==> src/rtl/mux_nby1_tdm.sv <==
// mux_nby1_tdm: N-channel, W-bit multiplexer with a registered output and a
// time-division scan sequencer.
//
// Modes
//   mode = 0 : manual select. The channel chosen by s appears on y one clock later.
//   mode = 1 : auto scan. The block steps through channels 0..N-1 and holds each
//              one for DWELL cycles. y re-samples the live data of the current
//              channel on every cycle.
//
// Parameters
//   N     number of input channels (N >= 2)
//   W     data width per channel
//   SW    channel-index width, derived from N (do not override)
//   DWELL cycles each channel is held in scan mode (DWELL >= 1)
//
// Ports
//   clk      rising-edge clock
//   rst      synchronous, active-high reset; takes priority over en
//   en       clock enable; when low, all state holds and frame is forced to 0
//   mode     0 = manual select, 1 = auto scan
//   s        manual channel select; ignored in scan mode
//   i        packed channel data; channel k is i[k*W +: W]
//   y        registered selected data
//   y_valid  y holds data from a legal channel
//   ch       index of the channel currently driven on y
//   frame    one-cycle pulse on the first cycle channel 0 appears in a scan pass
//   y_par    (only with MUX_PARITY_EN) XOR-reduce of y; 0 whenever y_valid = 0
//
// Optional feature: define MUX_PARITY_EN to add the y_par output.
module mux_nby1_tdm #(
  parameter int unsigned N     = 4,
  parameter int unsigned W     = 1,
  parameter int unsigned SW    = $clog2(N),
  parameter int unsigned DWELL = 4
) (
  input  logic           clk,
  input  logic           rst,
  input  logic           en,
  input  logic           mode,
  input  logic [SW-1:0]  s,
  input  logic [N*W-1:0] i,
  output logic [W-1:0]   y,
  output logic           y_valid,
  output logic [SW-1:0]  ch,
  output logic           frame
`ifdef MUX_PARITY_EN
  ,
  output logic           y_par
`endif
);

  // Dwell counter width; at least one bit so DWELL = 1 still elaborates.
  localparam int unsigned CW = (DWELL > 1) ? $clog2(DWELL) : 1;

  typedef enum logic [0:0] {
    ST_MANUAL = 1'b0,
    ST_SCAN   = 1'b1
  } state_t;

  state_t         state_q, state_d;
  logic [CW-1:0]  cnt_q, cnt_d;
  logic [W-1:0]   y_d;
  logic           y_valid_d;
  logic [SW-1:0]  ch_d;
  logic           frame_d;

  // Select one channel from the packed bus; indices >= N return zero.
  function automatic logic [W-1:0] pick(input logic [SW-1:0] idx,
                                        input logic [N*W-1:0] bus);
    logic [W-1:0] r;
    r = '0;
    for (int k = 0; k < N; k++) begin
      if (idx == SW'(k)) r = bus[k*W +: W];
    end
    return r;
  endfunction

  // An index is legal when it names an existing channel.
  function automatic logic legal(input logic [SW-1:0] idx);
    return (32'(idx) < N);
  endfunction

  // Next channel in scan order, wrapping N-1 back to 0.
  function automatic logic [SW-1:0] next_ch(input logic [SW-1:0] cur);
    if (cur == SW'(N - 1)) return '0;
    return cur + SW'(1);
  endfunction

  // State and output registers.
  always_ff @(posedge clk) begin
    if (rst) begin
      state_q <= ST_MANUAL;
      cnt_q   <= '0;
      y       <= '0;
      y_valid <= 1'b0;
      ch      <= '0;
      frame   <= 1'b0;
    end else begin
      state_q <= state_d;
      cnt_q   <= cnt_d;
      y       <= y_d;
      y_valid <= y_valid_d;
      ch      <= ch_d;
      frame   <= frame_d;
    end
  end

  // Next-state and next-output logic. Mode changes take effect on the same
  // edge, so the mode input decides the branch rather than the current state.
  always_comb begin
    state_d   = state_q;
    cnt_d     = cnt_q;
    y_d       = y;
    y_valid_d = y_valid;
    ch_d      = ch;
    frame_d   = 1'b0;

    if (en) begin
      if (!mode) begin
        // Manual: follow s directly; leaving scan discards the dwell count.
        state_d = ST_MANUAL;
        cnt_d   = '0;
        ch_d    = s;
        if (legal(s)) begin
          y_d       = pick(s, i);
          y_valid_d = 1'b1;
        end else begin
          y_d       = '0;
          y_valid_d = 1'b0;
        end
      end else begin
        if (state_q == ST_MANUAL) begin
          // Scan entry always starts a fresh pass at channel 0.
          state_d = ST_SCAN;
          cnt_d   = '0;
          ch_d    = '0;
          frame_d = 1'b1;
        end else if (cnt_q == CW'(DWELL - 1)) begin
          cnt_d   = '0;
          ch_d    = next_ch(ch);
          frame_d = (ch == SW'(N - 1));
        end else begin
          cnt_d = cnt_q + CW'(1);
        end
        // Scan channels are always legal; y tracks live data within the dwell.
        y_d       = pick(ch_d, i);
        y_valid_d = 1'b1;
      end
    end
  end

`ifdef MUX_PARITY_EN
  logic y_par_d;

  // Parity follows the data being loaded into y and is masked when invalid.
  always_comb begin
    y_par_d = y_valid_d & (^y_d);
  end

  always_ff @(posedge clk) begin
    if (rst) begin
      y_par <= 1'b0;
    end else begin
      y_par <= y_par_d;
    end
  end
`endif

endmodule

==> config.mk <==
export PLATFORM = sky130hd
export DESIGN_NAME = mux_nby1_tdm
export DESIGN_NICKNAME = d
export VERILOG_FILES = /design/src/rtl/mux_nby1_tdm.sv
export SDC_FILE = /design/constraint.sdc
export NUM_CORES = 1
export LEC_CHECK = 0
export ABC_AREA = 1
export CAP_MARGIN = 20
export CORE_MARGIN = 5
export CORE_UTILIZATION = 31
export DETAILED_ROUTE_END_ITERATION = 7
export HOLD_SLACK_MARGIN = 0.12
export SYNTH_ARGS = -nofsm -noshare
export SYNTH_HDL_FRONTEND = slang
export SYNTH_SLANG_ARGS = --single-unit
==> constraint.sdc <==
create_clock -name clk -period 3.04 [get_ports clk]
set_input_delay 0.456 -clock clk [delete_from_list [all_inputs] [get_ports clk]]
set_output_delay 0.456 -clock clk [all_outputs]
set_load 0.01 [all_outputs]
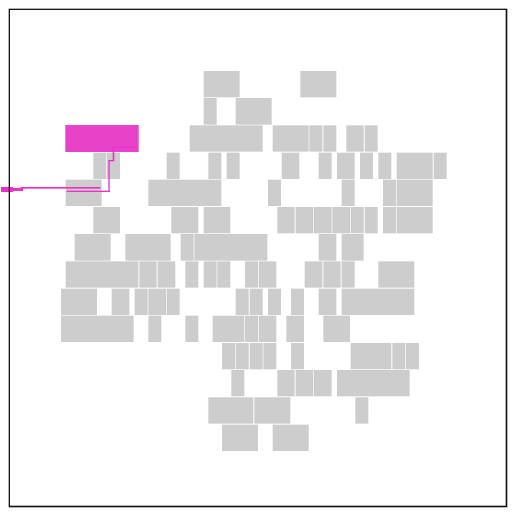
run_1/io_fan.png
(10 px per um)
Magenta stands for y_valid, bits 1, direction output, edge left, end cells 1, buffers 1, wire 20.0 um.

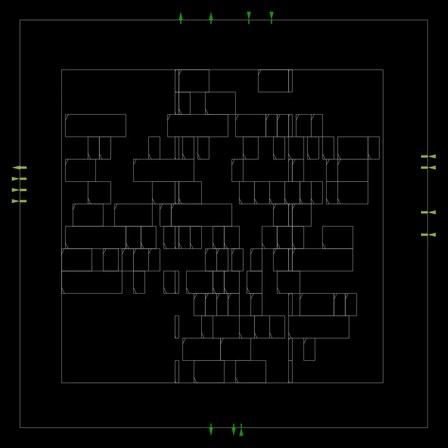
run_1/placement.png
Final Core Density: 0.449
non-filler instance count after layout: 111

==> flow_results.xml, run 1 <==
<?xml version="1.0" encoding="UTF-8"?>
<metrics>
  <group name="grt">
    <metric name="grt_pass1_vias" unit="">500</metric>
    <metric name="grt_max_degree" unit="">8</metric>
    <metric name="first_pass_grt_wire_length" unit="mm">2.11</metric>
    <metric name="grt_antenna_before_repair" unit="">0</metric>
  </group>
  <group name="routing">
    <metric name="drt_pass1_iterations" unit="">4</metric>
    <metric name="drt-initial-drc-count" unit="">5</metric>
    <metric name="detail-route-antenna-nets" unit="">0</metric>
    <metric name="detailroute.via_count" unit="">525</metric>
    <metric name="detail_route.drc_violations" unit="">0</metric>
  </group>
  <group name="worst_setup_path">
    <metric name="data_required_time_at_the_worst_endpoint" unit="ns">2.58</metric>
    <metric name="regToRegSetupSlack" unit="ns">1.66</metric>
    <metric name="worst-setup-path-type" unit="">reg -&gt; out</metric>
    <metric name="critPathMaxStageDelay" unit="ns">0.56</metric>
    <metric name="crit_chain" unit="">clkdlybuf4s50_1</metric>
    <metric name="cp_num_buf_inv" unit="">1</metric>
    <metric name="crit_family" unit="">buffers and inverters</metric>
  </group>
  <group name="layout">
    <metric name="antennaDiodeCount" unit="">0</metric>
    <metric name="final_common_cell" unit="">sky130_fd_sc_hd__nand2_1</metric>
    <metric name="post_route_cells_drive_above_1_share" unit="">0.0842</metric>
  </group>
  <group name="logic_synthesis">
    <metric name="most_used_flip_flop_cell" unit="">sky130_fd_sc_hd__dfxtp_1</metric>
    <metric name="numSynthFlops" unit="">8</metric>
    <metric name="yosys_cell_count" unit="">78</metric>
    <metric name="synth_logic_family" unit="">simple AND/OR/NAND/NOR gates</metric>
    <metric name="netlist_instances" unit="">78</metric>
    <metric name="synthMostInstantiatedCell" unit="">sky130_fd_sc_hd__nand2_1</metric>
    <metric name="netlist_area" unit="sq um">485</metric>
    <metric name="synthSimpleGateAreaFrac" unit="">0.361</metric>
    <metric name="synthDominantCellAreaShare" unit="">0.330</metric>
    <metric name="yosysWarningCount" unit="">0</metric>
  </group>
  <group name="run">
    <metric name="log.warning_count" unit="">26</metric>
  </group>
  <group name="clock_network">
    <metric name="cts_buffer_depth" unit="">2</metric>
    <metric name="cts.repair.resized" unit="">0</metric>
    <metric name="h_tree_depth" unit="">1</metric>
    <metric name="worst_skew_pair_later_pin_latency" unit="ns">0.26</metric>
    <metric name="cts_tree" unit="">built</metric>
    <metric name="cts-hold-fix-buffers" unit="">0</metric>
  </group>
  <group name="timing">
    <metric name="finalHoldWorstSlack" unit="ns">0.471</metric>
    <metric name="finalSetupTns" unit="ns">0</metric>
    <metric name="timing.max_slew.rel_slack" unit="">0.823</metric>
    <metric name="unrepaired_setup_endpoints_after_global_routing" unit="">false</metric>
    <metric name="slew_viol_final" unit="">0</metric>
  </group>
  <group name="worst_hold_path">
    <metric name="worstHoldPathType" unit="">reg -&gt; reg</metric>
    <metric name="min_path_cells" unit="">2</metric>
  </group>
  <group name="placement">
    <metric name="post_dp_cell_area" unit="sq um">646</metric>
  </group>
  <group name="die">
    <metric name="core" unit="sq um">1490</metric>
    <metric name="die_height" unit="um">49.6</metric>
  </group>
  <group name="power">
    <metric name="pwr_density_cell" unit="nW/um^2">378</metric>
    <metric name="vdd.ir_drop.worst" unit="uV">243</metric>
    <metric name="power_leakage" unit="nW">0.325</metric>
  </group>
  <group name="run_status">
    <metric name="outcome" unit="">completed</metric>
  </group>
</metrics>
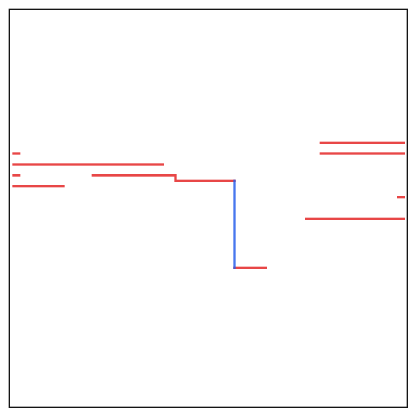
run_1/wires.png
(8 px per um) Two of the layers only.
Blue stands for metal 4, wire length 10.9 um. Red stands for metal 3, wire length 82.1 um.

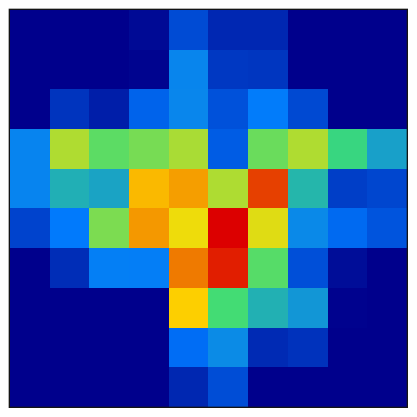
run_1/metal_density.png
(8 px per um) The die is cut into 10 by 10 equal tiles; dark blue is low, red is high, scaled to the fullest tile. Values are wire area over tile area, all layers added.
The densest ninth of the die: centre. 38% of the tiles are nearly empty. 20% of the tiles are over half the peak. The emptiest ninth of the die: lower left.
final routed wire length divided by cell count: 10.4 um
Routed WL: 1.16 mm
Total Routing Usage GR: 0.107

run 1: layer usage:
| metal | up-vias | routed length [um] | share of wire | global-route usage |
|---|---|---|---|---|
| met5 | - | 0 | 0 | 0 |
| met4 | 0 | 10 | 0.0087 | 0.0262 |
| met3 | 2 | 82 | 0.071 | 0.0542 |
| met2 | 11 | 537 | 0.46 | 0.172 |
| met1 | 230 | 526 | 0.46 | 0.125 |
| li1 | 282 | - | - | - |
run 1: per-stage QoR:
stage | power, mW | setup WS (ns)
6_report | 0.252 | 1.38
5_1_grt | 0.272 | 1.31
3_5_place_dp | 0.172 | 1.44
3_3_place_gp | 0.172 | 1.44
2_1_floorplan | 0.144 | 1.78
4_1_cts | 0.258 | 1.35
run 1: layout make-up:
type                            count  area share
Tap cell                           16      0.0300
Multi-Input combinational cell     53       0.391
Clock buffer                        3      0.0337
Timing Repair Buffer               14       0.210
Inverter                           17      0.0955
Sequential cell                     8       0.240
run 1: worst max path at each step:
stage                          start              to  slack, ns  cells after the start
5_1_grt           ch[0]$_SDFFE_PP0P_           ch[0]       1.31                      1
3_5_place_dp                    s[0]  y$_SDFFE_PP0P_       1.44                      8
3_3_place_gp                    s[0]  y$_SDFFE_PP0P_       1.44                      8
2_1_floorplan  cnt_q[0]$_SDFFE_PP0P_  y$_SDFFE_PP0P_       1.78                      9
4_1_cts           ch[0]$_SDFFE_PP0P_           ch[0]       1.35                      1
6_report          ch[0]$_SDFFE_PP0P_           ch[0]       1.38                      1
run 1: flip-flops by register name (all words and copies together), names as in the netlist:
register and count:
ch 2, state_q 1, cnt_q 2, y 1, y_valid 1, frame 1
run 1: where the power goes:
part / switching, mW / internal [mW] / leakage [nW]
clock: 0.0376 / 0.0453 / 0.0138
combinational: 0.0263 / 0.0282 / 0.245
sequential: 0.00462 / 0.110 / 0.0658
==> inputs of run 2 (changes only) <==
Clock period 3.04 ns to 1.4 ns, I/O delays scaled along.
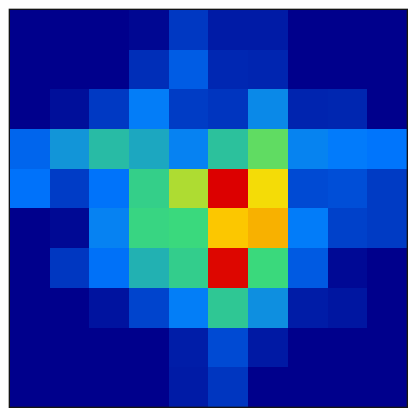
run_2/metal_density.png
(8 px per um) The die is cut into 10 by 10 equal tiles; dark blue is low, red is high, scaled to the fullest tile. Values are wire area over tile area, all layers added.
The emptiest ninth of the die: lower left. The mean over all tiles is 0.081. 7.0% of the tiles are over half the peak. The fullest tile reaches 0.48. The densest ninth of the die: centre.

==> run 2 against run 1 <==
Compared with the run above:
- clock power rose by 120%
- global-route usage fell by 0.30 points
- worst setup slack got worse by 1.3 ns
- final area rose by 7.1%
==> flow_results.xml, run 2 <==
<?xml version="1.0" encoding="UTF-8"?>
<metrics>
  <group name="run_status">
    <metric name="outcome" unit="">completed</metric>
  </group>
  <group name="logic_synthesis">
    <metric name="most_used_flip_flop_cell" unit="">sky130_fd_sc_hd__dfxtp_1</metric>
    <metric name="netlist_area" unit="sq um">485</metric>
    <metric name="yosys_area" unit="sq um">485</metric>
    <metric name="yosysWarningCount" unit="">0</metric>
    <metric name="yosys_cell_count" unit="">78</metric>
    <metric name="synthDominantCellAreaShare" unit="">0.330</metric>
    <metric name="numSynthFlops" unit="">8</metric>
  </group>
  <group name="worst_setup_path">
    <metric name="regToRegSetupSlack" unit="ns">0.11</metric>
    <metric name="crit_family" unit="">buffers and inverters</metric>
    <metric name="worst-setup-path-type" unit="">reg -&gt; out</metric>
    <metric name="data_required_time_at_the_worst_endpoint" unit="ns">1.19</metric>
    <metric name="worst-path-stages" unit="">1</metric>
    <metric name="critPathMaxStageDelay" unit="ns">0.53</metric>
    <metric name="worstSetupStartpoint" unit="">y$_SDFFE_PP0P_</metric>
    <metric name="crit_chain" unit="">clkdlybuf4s50_1</metric>
    <metric name="crit_path_end" unit="">y</metric>
  </group>
  <group name="power">
    <metric name="pwr_density_cell" unit="nW/um^2">778</metric>
    <metric name="power.share.switching" unit="">0.272</metric>
    <metric name="vdd.ir_drop.worst" unit="uV">407</metric>
    <metric name="comb-power" unit="mW">0.129</metric>
    <metric name="clock_power_share" unit="">0.322</metric>
    <metric name="netSwitchingPower" unit="mW">0.152</metric>
    <metric name="internal_power" unit="mW">0.405</metric>
    <metric name="seq_power_share" unit="">0.448</metric>
    <metric name="clk-power" unit="mW">0.179</metric>
    <metric name="power_leakage" unit="nW">0.360</metric>
    <metric name="power.share.combinational" unit="">0.231</metric>
    <metric name="power.sequential.total" unit="mW">0.249</metric>
  </group>
  <group name="layout">
    <metric name="reg_top3" unit="">ch x2, cnt_q x2</metric>
    <metric name="antennaDiodeCount" unit="">0</metric>
    <metric name="final_common_cell" unit="">sky130_fd_sc_hd__nand2_1</metric>
    <metric name="post_route_cells_drive_above_1_share" unit="">0.150</metric>
  </group>
  <group name="placement">
    <metric name="dpl_worst_slack" unit="ns">0.0208</metric>
    <metric name="post_dp_cell_area" unit="sq um">683</metric>
  </group>
  <group name="timing">
    <metric name="finalSetupTns" unit="ns">0</metric>
    <metric name="slew_viol_final" unit="">0</metric>
    <metric name="unrepaired_setup_endpoints_after_global_routing" unit="">false</metric>
    <metric name="final_critical_path_setup_slack" unit="ns">0.0828</metric>
    <metric name="timing.max_slew.rel_slack" unit="">0.852</metric>
    <metric name="finalHoldWorstSlack" unit="ns">0.472</metric>
  </group>
  <group name="routing">
    <metric name="drt_pass1_iterations" unit="">4</metric>
    <metric name="detailroute.via_count" unit="">547</metric>
    <metric name="detail-route-antenna-nets" unit="">0</metric>
    <metric name="routed_wl" unit="mm">1.20</metric>
    <metric name="detail_route.drc_violations" unit="">0</metric>
    <metric name="final_routed_wire_length_divided_by_cell_count" unit="um">10.3</metric>
  </group>
  <group name="die">
    <metric name="core" unit="sq um">1490</metric>
  </group>
  <group name="clock_network">
    <metric name="cts_tree" unit="">built</metric>
    <metric name="cts-hold-fix-buffers" unit="">0</metric>
    <metric name="cts_buffer_depth" unit="">2</metric>
  </group>
  <group name="grt">
    <metric name="globalRoute.busiestLayer" unit="">met2</metric>
    <metric name="grt_pass1_vias" unit="">490</metric>
    <metric name="gr-usage-all-layers" unit="">0.104</metric>
    <metric name="first_pass_grt_wire_length" unit="mm">2.00</metric>
    <metric name="met3_usage" unit="">0.0542</metric>
  </group>
  <group name="worst_hold_path">
    <metric name="worstHoldPathType" unit="">reg -&gt; reg</metric>
  </group>
  <group name="run">
    <metric name="log.warning_count" unit="">26</metric>
  </group>
</metrics>
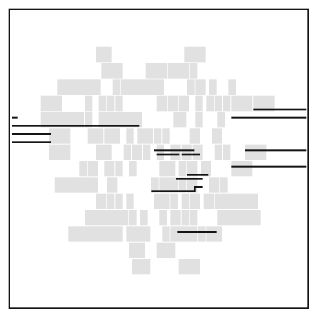
run_2/layer_met3.png
(6 px per um)
The layer carries 112 um of wire. The wires run mostly horizontal.

==> run 2: worst min path at each step <==
stage	endpoint	start	slack, ns	depth (start not counted)
floorplan	cnt_q[0]$_SDFFE_PP0P_	rst	0.28	1
global placement	y_valid$_SDFFE_PP0P_	y_valid$_SDFFE_PP0P_	0.46	2
detailed placement	y_valid$_SDFFE_PP0P_	y_valid$_SDFFE_PP0P_	0.46	2
CTS	y_valid$_SDFFE_PP0P_	y_valid$_SDFFE_PP0P_	0.48	2
global route	y_valid$_SDFFE_PP0P_	y_valid$_SDFFE_PP0P_	0.51	2
finish	y_valid$_SDFFE_PP0P_	y_valid$_SDFFE_PP0P_	0.47	2
==> run 2: cell type report <==
type | count | area, sq um | share of cell area
clock buffers | 3 | 22.5 | 0.0315
well taps | 16 | 20.0 | 0.0280
flip-flops and latches | 8 | 160 | 0.224
repair buffers | 19 | 175 | 0.245
multi-input cells | 53 | 274 | 0.383
inverters | 17 | 63.8 | 0.0892
==> run 2: per-stage QoR <==
stage,util,cells
6_report,0.481,116
5_1_grt,0.481,116
4_1_cts,0.472,116
3_5_place_dp,0.459,113
3_3_place_gp,0.459,113
2_1_floorplan,-,78
==> run 2: logic make-up after synthesis <==
logic type	Yosys count	share of synthesized area
simple gates	40	0.361
buf+inv	17	0.131
compound gates	11	0.126
fa+ha+maj	2	0.0515
flops	8	0.330
==> run 2: layer usage <==
| layer | vias to the layer above | share of wire |
|---|---|---|
| li1 | 289 | - |
| met1 | 234 | 0.46 |
| met2 | 22 | 0.44 |
| met3 | 2 | 0.094 |
| met4 | 0 | 0.010 |
| met5 | - | 0 |
==> run 2: repair_timing <==
item	in CTS	in global routing
hold endpoints to repair	0	0
endpoints found under the setup margin	2	2
pin swaps	0	1
resized	2	3
run_2/io_fan.png
(10 px per um)
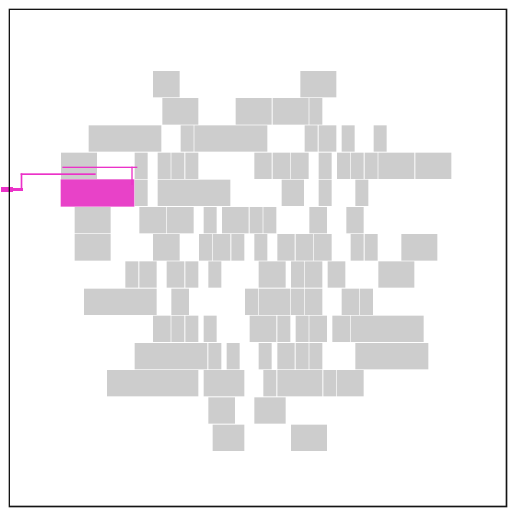

==> inputs of run 3 (changes only) <==
Settings changed: ABC_AREA 1 to default.
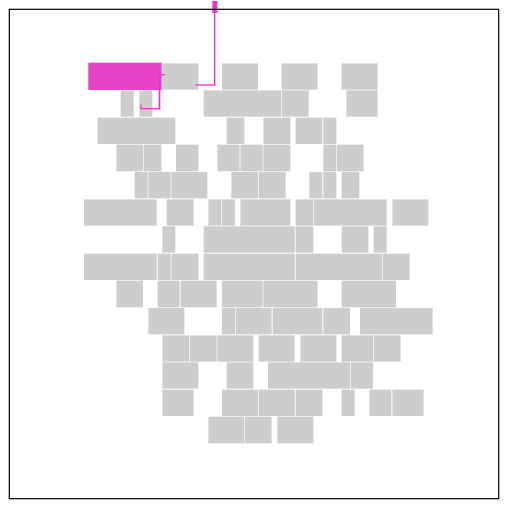
run_3/io_fan.png
(10 px per um)
Magenta stands for y_valid, bits 1, direction output, edge top, end cells 1, buffers 1, wire 15.2 um.

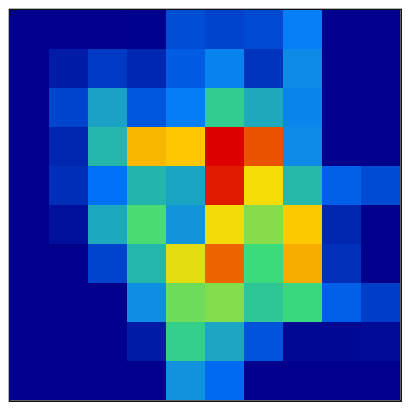
run_3/metal_density.png
(8 px per um) The die is cut into 10 by 10 equal tiles; dark blue is low, red is high, scaled to the fullest tile. Values are wire area over tile area, all layers added.
Routed WL: 1.30 mm
number of vias after detailed routing: 496
final routed wire length divided by cell count: 13.1 um
Total Routing Usage GR: 0.112

==> run 3 against run 2 <==
Compared with the run above:
- via count decreased by 9.3%
- synthesized cell count shrank 32%
- critical path depth grew 4
- power increased by 5.2%
- final area is 12% higher
==> flow_results.xml, run 3 <==
<?xml version="1.0" encoding="UTF-8"?>
<metrics>
  <group name="run_status">
    <metric name="outcome" unit="">completed</metric>
  </group>
  <group name="die">
    <metric name="die_w" unit="um">48.8</metric>
    <metric name="fp-utilization" unit="">0.317</metric>
    <metric name="core" unit="sq um">1470</metric>
    <metric name="die_height" unit="um">48.8</metric>
    <metric name="io_pins" unit="">15</metric>
  </group>
  <group name="placement">
    <metric name="dpl_worst_slack" unit="ns">-0.204</metric>
    <metric name="placed_cells" unit="">94</metric>
    <metric name="input_output_buffers" unit="">14</metric>
    <metric name="post_dp_cell_area" unit="sq um">733</metric>
    <metric name="place_congestion" unit="">0.795</metric>
    <metric name="dp_hpwl" unit="um">982</metric>
  </group>
  <group name="layout">
    <metric name="final_common_cell" unit="">sky130_fd_sc_hd__buf_4</metric>
    <metric name="post_route_cells_drive_above_1_share" unit="">0.349</metric>
    <metric name="area_growth_syn_to_layout" unit="%">72.4</metric>
    <metric name="reg_top3" unit="">ch x2, cnt_q x2</metric>
    <metric name="antennaDiodeCount" unit="">0</metric>
    <metric name="fin_cells" unit="">99</metric>
    <metric name="final_util" unit="">0.547</metric>
    <metric name="num-nets-final" unit="">96</metric>
    <metric name="postLayoutCellArea" unit="sq um">805</metric>
  </group>
  <group name="worst_hold_path">
    <metric name="worstHoldPathType" unit="">reg -&gt; reg</metric>
    <metric name="min_path_cells" unit="">2</metric>
    <metric name="hold_path_startpoint" unit="">y_valid$_SDFFE_PP0P_</metric>
    <metric name="hold_path_end" unit="">y_valid$_SDFFE_PP0P_</metric>
  </group>
  <group name="power">
    <metric name="vdd.ir_drop.worst" unit="uV">363</metric>
    <metric name="netSwitchingPower" unit="mW">0.150</metric>
    <metric name="clock_power_share" unit="">0.327</metric>
    <metric name="power.share.combinational" unit="">0.250</metric>
    <metric name="power.sequential.total" unit="mW">0.248</metric>
    <metric name="power.share.switching" unit="">0.256</metric>
    <metric name="comb-power" unit="mW">0.147</metric>
    <metric name="seq_power_share" unit="">0.423</metric>
    <metric name="clk-power" unit="mW">0.192</metric>
    <metric name="internal_power" unit="mW">0.436</metric>
    <metric name="power_leakage" unit="nW">0.341</metric>
    <metric name="pwr_density_cell" unit="nW/um^2">728</metric>
  </group>
  <group name="grt">
    <metric name="grt_antenna_before_repair" unit="">0</metric>
    <metric name="grt_max_degree" unit="">9</metric>
    <metric name="grt_pass1_vias" unit="">468</metric>
    <metric name="first_pass_grt_wire_length" unit="mm">2.08</metric>
  </group>
  <group name="worst_setup_path">
    <metric name="regToRegSetupSlack" unit="ns">0.02</metric>
    <metric name="worst-setup-path-type" unit="">reg -&gt; reg</metric>
    <metric name="data_required_time_at_the_worst_endpoint" unit="ns">1.55</metric>
    <metric name="worst_ep_arrival_time" unit="ns">1.53</metric>
    <metric name="reg2reg_depth" unit="">5</metric>
    <metric name="timing.rr.end" unit="">y$_SDFFE_PP0P_</metric>
    <metric name="worstSetupStartpoint" unit="">ch[0]$_SDFFE_PP0P_</metric>
    <metric name="r2r_start" unit="">ch[0]$_SDFFE_PP0P_</metric>
  </group>
  <group name="timing">
    <metric name="finalSetupTns" unit="ns">0</metric>
    <metric name="tightestPinTransition" unit="ns">0.199</metric>
    <metric name="finalHoldViolCount" unit="">0</metric>
    <metric name="final_setup_viols" unit="">0</metric>
    <metric name="unrepaired_setup_endpoints_after_global_routing" unit="">true</metric>
    <metric name="final_critical_path_setup_slack" unit="ns">0.0157</metric>
    <metric name="fin_worst_skew" unit="ns">0.0156</metric>
    <metric name="finalCriticalPeriod" unit="ns">1.38</metric>
    <metric name="min_period_over_period" unit="">0.989</metric>
    <metric name="slew_viol_final" unit="">0</metric>
    <metric name="fmaxAchievable" unit="GHz">0.722</metric>
    <metric name="timing.max_slew.rel_slack" unit="">0.865</metric>
    <metric name="finalHoldWorstSlack" unit="ns">0.459</metric>
  </group>
  <group name="clock_network">
    <metric name="h_tree_depth" unit="">1</metric>
    <metric name="cts_buffer_depth" unit="">2</metric>
    <metric name="cts-hold-fix-buffers" unit="">0</metric>
    <metric name="cts.clk_slew.worst_paths" unit="ns">0.06</metric>
    <metric name="cts_tree" unit="">built</metric>
    <metric name="cts_buffers" unit="">3</metric>
    <metric name="worst_skew_pair_later_pin_latency" unit="ns">0.26</metric>
  </group>
  <group name="logic_synthesis">
    <metric name="synthSimpleGateAreaFrac" unit="">0.209</metric>
    <metric name="yosys-mux-area-fraction" unit="">0.180</metric>
    <metric name="post_synth_fa_ha_maj_area_fraction" unit="">0.0536</metric>
    <metric name="synth_logic_family" unit="">simple AND/OR/NAND/NOR gates</metric>
    <metric name="most_used_flip_flop_cell" unit="">sky130_fd_sc_hd__dfxtp_1</metric>
    <metric name="yosysWarningCount" unit="">0</metric>
    <metric name="numSynthFlops" unit="">8</metric>
    <metric name="yosys_cell_count" unit="">53</metric>
    <metric name="synthArstFlopShare" unit="">0</metric>
    <metric name="synth-edff-count" unit="">0</metric>
    <metric name="netlist_area" unit="sq um">467</metric>
    <metric name="synth.cellmix.xorXnorShare" unit="">0</metric>
    <metric name="synthDominantCellAreaShare" unit="">0.343</metric>
    <metric name="yosys_area" unit="sq um">467</metric>
    <metric name="aoi_share" unit="">0.172</metric>
  </group>
  <group name="routing">
    <metric name="vias_per_cell" unit="">5.01</metric>
    <metric name="detail_route.drc_violations" unit="">0</metric>
    <metric name="detail-route-antenna-nets" unit="">0</metric>
    <metric name="drt_pass1_iterations" unit="">4</metric>
  </group>
  <group name="run">
    <metric name="log.warning_count" unit="">27</metric>
  </group>
</metrics>
-- run 3: cell count changes in the layout (fill, tap and decap cells not counted), sizes merged, moves of 3 or more --
cell	change
buf	+10
inv	-15
nand3	-11
nand2	-15
nand2b	+3
mux2i	+5
a21oi	-4
-- run 3: how the worst max path moves through the flow --
stage / to / slack, ns / cells past startpoint
2_1_floorplan: y$_SDFFE_PP0P_ / 0.02 / 5
3_3_place_gp: y$_SDFFE_PP0P_ / -0.20 / 4
3_5_place_dp: y$_SDFFE_PP0P_ / -0.20 / 4
4_1_cts: y$_SDFFE_PP0P_ / 0.006 / 5
5_1_grt: y$_SDFFE_PP0P_ / -0.04 / 5
6_report: y$_SDFFE_PP0P_ / 0.02 / 5
-- run 3: layer usage --
metal | routed length (um) | up-vias | share of wire | GRT usage
met5 | 0 | - | 0 | 0
met4 | 14 | 0 | 0.011 | 0.0404
met3 | 48 | 2 | 0.037 | 0.0489
met2 | 682 | 8 | 0.52 | 0.187
met1 | 554 | 232 | 0.43 | 0.124
li1 | - | 254 | - | -
-- run 3: cell type report --
cell class,count,area (sq um)
fill,141,667
multi-input combinational,40,335
timing repair buffer,29,249
sequential,8,166
clock buffer,4,26.3
tap,16,20.0
inverter,2,7.51
-- run 3: timing repair --
| item | in CTS | in global routing |
|---|---|---|
| setup buffers | 0 | 1 |
| endpoints found under the setup margin | 4 | 3 |
| pin swaps | 0 | 1 |
| resized | 5 | 6 |
-- run 3: worst max-delay path: stages, from the launching register on --
cell and delay, ns:
sky130_fd_sc_hd__dfxtp_4 0.35, sky130_fd_sc_hd__ha_4 0.15, sky130_fd_sc_hd__nand2b_4 0.15, sky130_fd_sc_hd__o311a_1 0.30
sky130_fd_sc_hd__a311oi_2 0.20, sky130_fd_sc_hd__o32ai_1 0.11
Power and IR drop assume default switching activity.
